[src/rtl/instr_queue_splitter.sv]
// Fetch-to-decode instruction queue: circular FIFO of {PC, instr} pairs with head field split and immediate extension.
// Optional build macro INSTR_QUEUE_CLASSIFY_EN adds is_rtype/is_jtype/is_itype head classification outputs.
module instr_queue_splitter #(
    parameter int unsigned PC_W  = 32,
    parameter int unsigned DEPTH = 4,
    parameter int unsigned EXT_W = 32
) (
    input  logic                     clk,
    input  logic                     reset_n,
    input  logic                     flush,
    input  logic                     in_valid,
    output logic                     in_ready,
    input  logic [PC_W-1:0]          in_pc,
    input  logic [31:0]              in_instr,
    output logic                     out_valid,
    input  logic                     out_ready,
    input  logic [1:0]               ext_op,
    output logic [PC_W-1:0]          out_pc,
    output logic [31:0]              out_instr,
    output logic [5:0]               op,
    output logic [5:0]               funct,
    output logic [4:0]               rs,
    output logic [4:0]               rt,
    output logic [4:0]               rd,
    output logic [4:0]               shamt,
    output logic [15:0]              imm16,
    output logic [EXT_W-1:0]         imm_ext,
    output logic [25:0]              jidx,
`ifdef INSTR_QUEUE_CLASSIFY_EN
    output logic                     is_rtype,
    output logic                     is_jtype,
    output logic                     is_itype,
`endif
    output logic [$clog2(DEPTH):0]   count
);

    localparam int unsigned PTR_W = $clog2(DEPTH);
    localparam int unsigned CNT_W = PTR_W + 1;

    localparam logic [1:0] EXT_ZERO  = 2'b00;
    localparam logic [1:0] EXT_SIGN  = 2'b01;
    localparam logic [1:0] EXT_UPPER = 2'b10;

    // Elaboration-time guard on parameter legality.
    if (DEPTH < 2 || (DEPTH & (DEPTH - 1)) != 0) begin : g_bad_depth
        $error("instr_queue_splitter: DEPTH must be a power of two >= 2");
    end
    if (EXT_W < 16) begin : g_bad_ext
        $error("instr_queue_splitter: EXT_W must be >= 16");
    end

    logic [PC_W-1:0]   r_mem_pc    [DEPTH];
    logic [31:0]       r_mem_instr [DEPTH];
    logic [PTR_W-1:0]  r_wptr;
    logic [PTR_W-1:0]  r_rptr;
    logic [CNT_W-1:0]  r_count;

    logic              w_full;
    logic              w_empty;
    logic              w_push;
    logic              w_pop;
    logic [PC_W-1:0]   w_head_pc;
    logic [31:0]       w_head_instr;
    logic [15:0]       w_imm16;
    logic [EXT_W-1:0]  w_imm_zero;
    logic [EXT_W-1:0]  w_imm_sign;
    logic [EXT_W-1:0]  w_imm_upper;

    // Handshake status comes only from registered occupancy, so out_ready never reaches in_ready.
    assign w_full  = (r_count == CNT_W'(DEPTH));
    assign w_empty = (r_count == CNT_W'(0));
    assign w_push  = in_valid & ~w_full;
    assign w_pop   = ~w_empty & out_ready;

    // Storage is cleared only by reset; flush leaves stale contents in place.
    always_ff @(posedge clk or negedge reset_n) begin
        if (!reset_n) begin
            for (int i = 0; i < int'(DEPTH); i++) begin
                r_mem_pc[i]    <= '0;
                r_mem_instr[i] <= '0;
            end
        end else if (w_push && !flush) begin
            r_mem_pc[r_wptr]    <= in_pc;
            r_mem_instr[r_wptr] <= in_instr;
        end
    end

    // Pointers wrap through the power-of-two range; flush overrides any same-cycle push/pop.
    always_ff @(posedge clk or negedge reset_n) begin
        if (!reset_n) begin
            r_wptr  <= '0;
            r_rptr  <= '0;
            r_count <= '0;
        end else if (flush) begin
            r_wptr  <= '0;
            r_rptr  <= '0;
            r_count <= '0;
        end else begin
            if (w_push) begin
                r_wptr <= r_wptr + PTR_W'(1);
            end
            if (w_pop) begin
                r_rptr <= r_rptr + PTR_W'(1);
            end
            case ({w_push, w_pop})
                2'b10:   r_count <= r_count + CNT_W'(1);
                2'b01:   r_count <= r_count - CNT_W'(1);
                default: r_count <= r_count;
            endcase
        end
    end

    assign w_head_pc    = r_mem_pc[r_rptr];
    assign w_head_instr = r_mem_instr[r_rptr];
    assign w_imm16      = w_head_instr[15:0];

    assign in_ready  = ~w_full;
    assign out_valid = ~w_empty;
    assign count     = r_count;

    assign out_pc    = w_head_pc;
    assign out_instr = w_head_instr;
    assign op        = w_head_instr[31:26];
    assign rs        = w_head_instr[25:21];
    assign rt        = w_head_instr[20:16];
    assign rd        = w_head_instr[15:11];
    assign shamt     = w_head_instr[10:6];
    assign funct     = w_head_instr[5:0];
    assign imm16     = w_imm16;
    assign jidx      = w_head_instr[25:0];

    assign w_imm_zero = EXT_W'(w_imm16);
    assign w_imm_sign = EXT_W'($signed(w_imm16));

    // Upper mode needs room for bits [31:16]; narrower outputs fall back to zero-extension.
    if (EXT_W >= 32) begin : g_upper
        assign w_imm_upper = EXT_W'({w_imm16, 16'h0000});
    end else begin : g_upper_narrow
        assign w_imm_upper = w_imm_zero;
    end

    always_comb begin
        imm_ext = w_imm_zero;
        case (ext_op)
            EXT_ZERO:  imm_ext = w_imm_zero;
            EXT_SIGN:  imm_ext = w_imm_sign;
            EXT_UPPER: imm_ext = w_imm_upper;
            default:   imm_ext = w_imm_zero;
        endcase
    end

`ifdef INSTR_QUEUE_CLASSIFY_EN
    logic w_op_r;
    logic w_op_j;

    assign w_op_r   = (w_head_instr[31:26] == 6'h00);
    assign w_op_j   = (w_head_instr[31:26] == 6'h02) || (w_head_instr[31:26] == 6'h03);
    assign is_rtype = ~w_empty & w_op_r;
    assign is_jtype = ~w_empty & w_op_j;
    assign is_itype = ~w_empty & ~w_op_r & ~w_op_j;
`endif

endmodule

[config.mk]
export PLATFORM = sky130hd
export DESIGN_NAME = instr_queue_splitter
export DESIGN_NICKNAME = d
export VERILOG_FILES = /design/src/rtl/instr_queue_splitter.sv
export SDC_FILE = /design/constraint.sdc
export NUM_CORES = 1
export LEC_CHECK = 0
export CORE_ASPECT_RATIO = 0.7
export CORE_MARGIN = 4
export CORE_UTILIZATION = 57
export CTS_CLUSTER_DIAMETER = 200
export DETAILED_ROUTE_END_ITERATION = 8
export GPL_TIMING_DRIVEN = 1
export MAX_ROUTING_LAYER = met4
export PLACE_DENSITY = 0.88
export SETUP_SLACK_MARGIN = 0.15
export SLEW_MARGIN = 30
export SYNTH_ARGS = -nofsm -noshare
export SYNTH_HDL_FRONTEND = slang
export SYNTH_SLANG_ARGS = --single-unit
[constraint.sdc]
create_clock -name clk -period 5.1 [get_ports clk]
set_input_delay 0.765 -clock clk [delete_from_list [all_inputs] [get_ports clk]]
set_output_delay 0.765 -clock clk [all_outputs]
set_load 0.01 [all_outputs]
### Metal 3

Scale bar: 50 um.
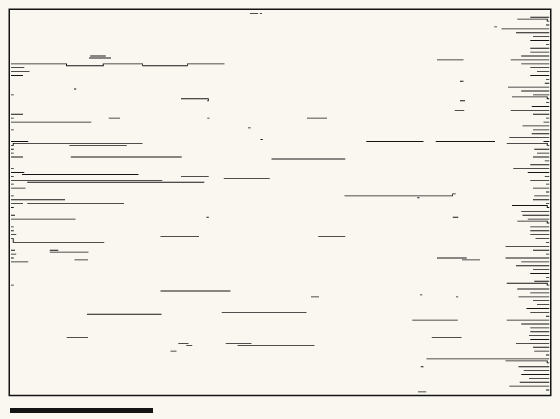
- longest straight run: 61.6 um
- main direction: horizontal
- share of all routed wire: 5.9%
- nets with wire on the layer: 153
met3 GRT Util: 4.29%
DR vias: 7296

### I/O nets highlighted

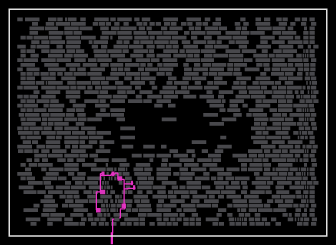
- magenta: flush (bits 1; direction input; edge bottom; end cells 8; buffers 1; wire 95.1 um)
Top Ports: 246
I/O Buffers: 245

### Placement view

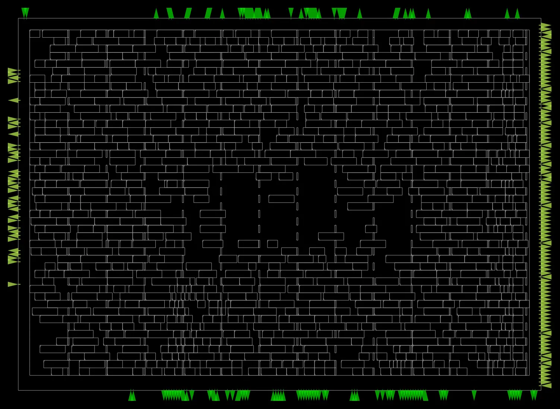
seq_cells: 263
Finished Core Util: 71.2%
tap cells: 312

### Gate-type map

Scale bar: 50 um.
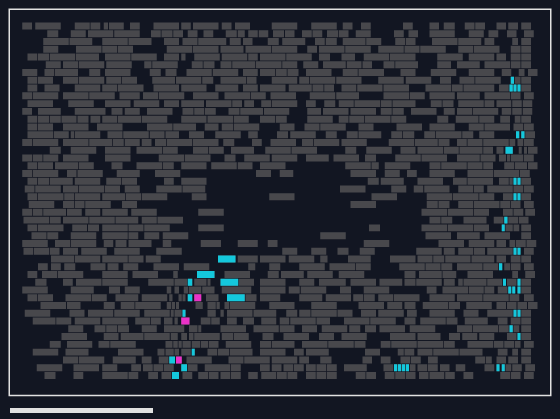
- cyan: NAND gates (cells 42; most used nand2_1; where all over the die)
- magenta: AND and OR gates (cells 3)
Final Non-Filler Cells: 1311
logic share of the area: 34.3%

### Cell area per tile

The die is cut into 19 by 13 equal tiles; black is low, pale yellow is high, 0 to 100% covered.
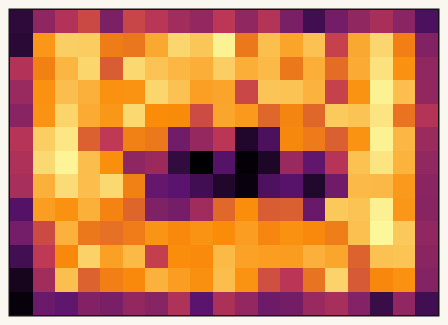
- nearly empty tiles: 1.2%
- fullest tile: 98%
- emptiest ninth of the die: middle
- tiles over 75% full: 43%
floorplan utilization: 57.9%
Core Box Area: 0.0226 mm^2

==> flow_summary_export.csv <==
group,metric,value,unit
finish,lay_top_count,"dfrtp_1",
finish,regArea,0.00659,mm^2
yosys,logic_family,"multiplexers",
pwr,power_leader,"combinational cells",
placement,hpwl,17900,um
pwr,clk-power,2010,uW
finish,layout_top_cells,"dfrtp_1, clkdlybuf4s50_1, mux2_4",
run_status,status,"finished clean",
global_route,grtUsageMet1,29.9,%
placement,placed_cell_area,0.0151,mm^2
finish,drive_gt1_share,39.0,%
finish,signal_buffer_area_fraction,16.4,%
yosys,synth-edff-count,0,
finish,signal_buffers,257,
placement,place_ws,1.31,ns
critical_path,crit_fanout,16,
critical_path,r2r-start,"count[0]$_DFFE_PN0P_",
critical_path,crit_start,"r_rptr[0]$_DFFE_PN0P_",
routing,drt_iter0_markers,313,
finish,final_nets,1056,
routing,wl_met3,1660,um
yosys,postSynthAreaPerCell,16.1,um^2
sta,tightestPinTransition,0.757,ns
critical_path,r2r_cells,5,
finish,n_all_inverters,7,
yosys,synth_cell_types,39,
pwr,power_frac_clock,22.4,%
clock_network,path_clk_slew,0.06,ns
global_route,grt_start_max_net_pins,122,
pwr,irDropWorstVdd,0.294,mV
Power figures rest on the tool's default switching activity, not on a simulated workload.
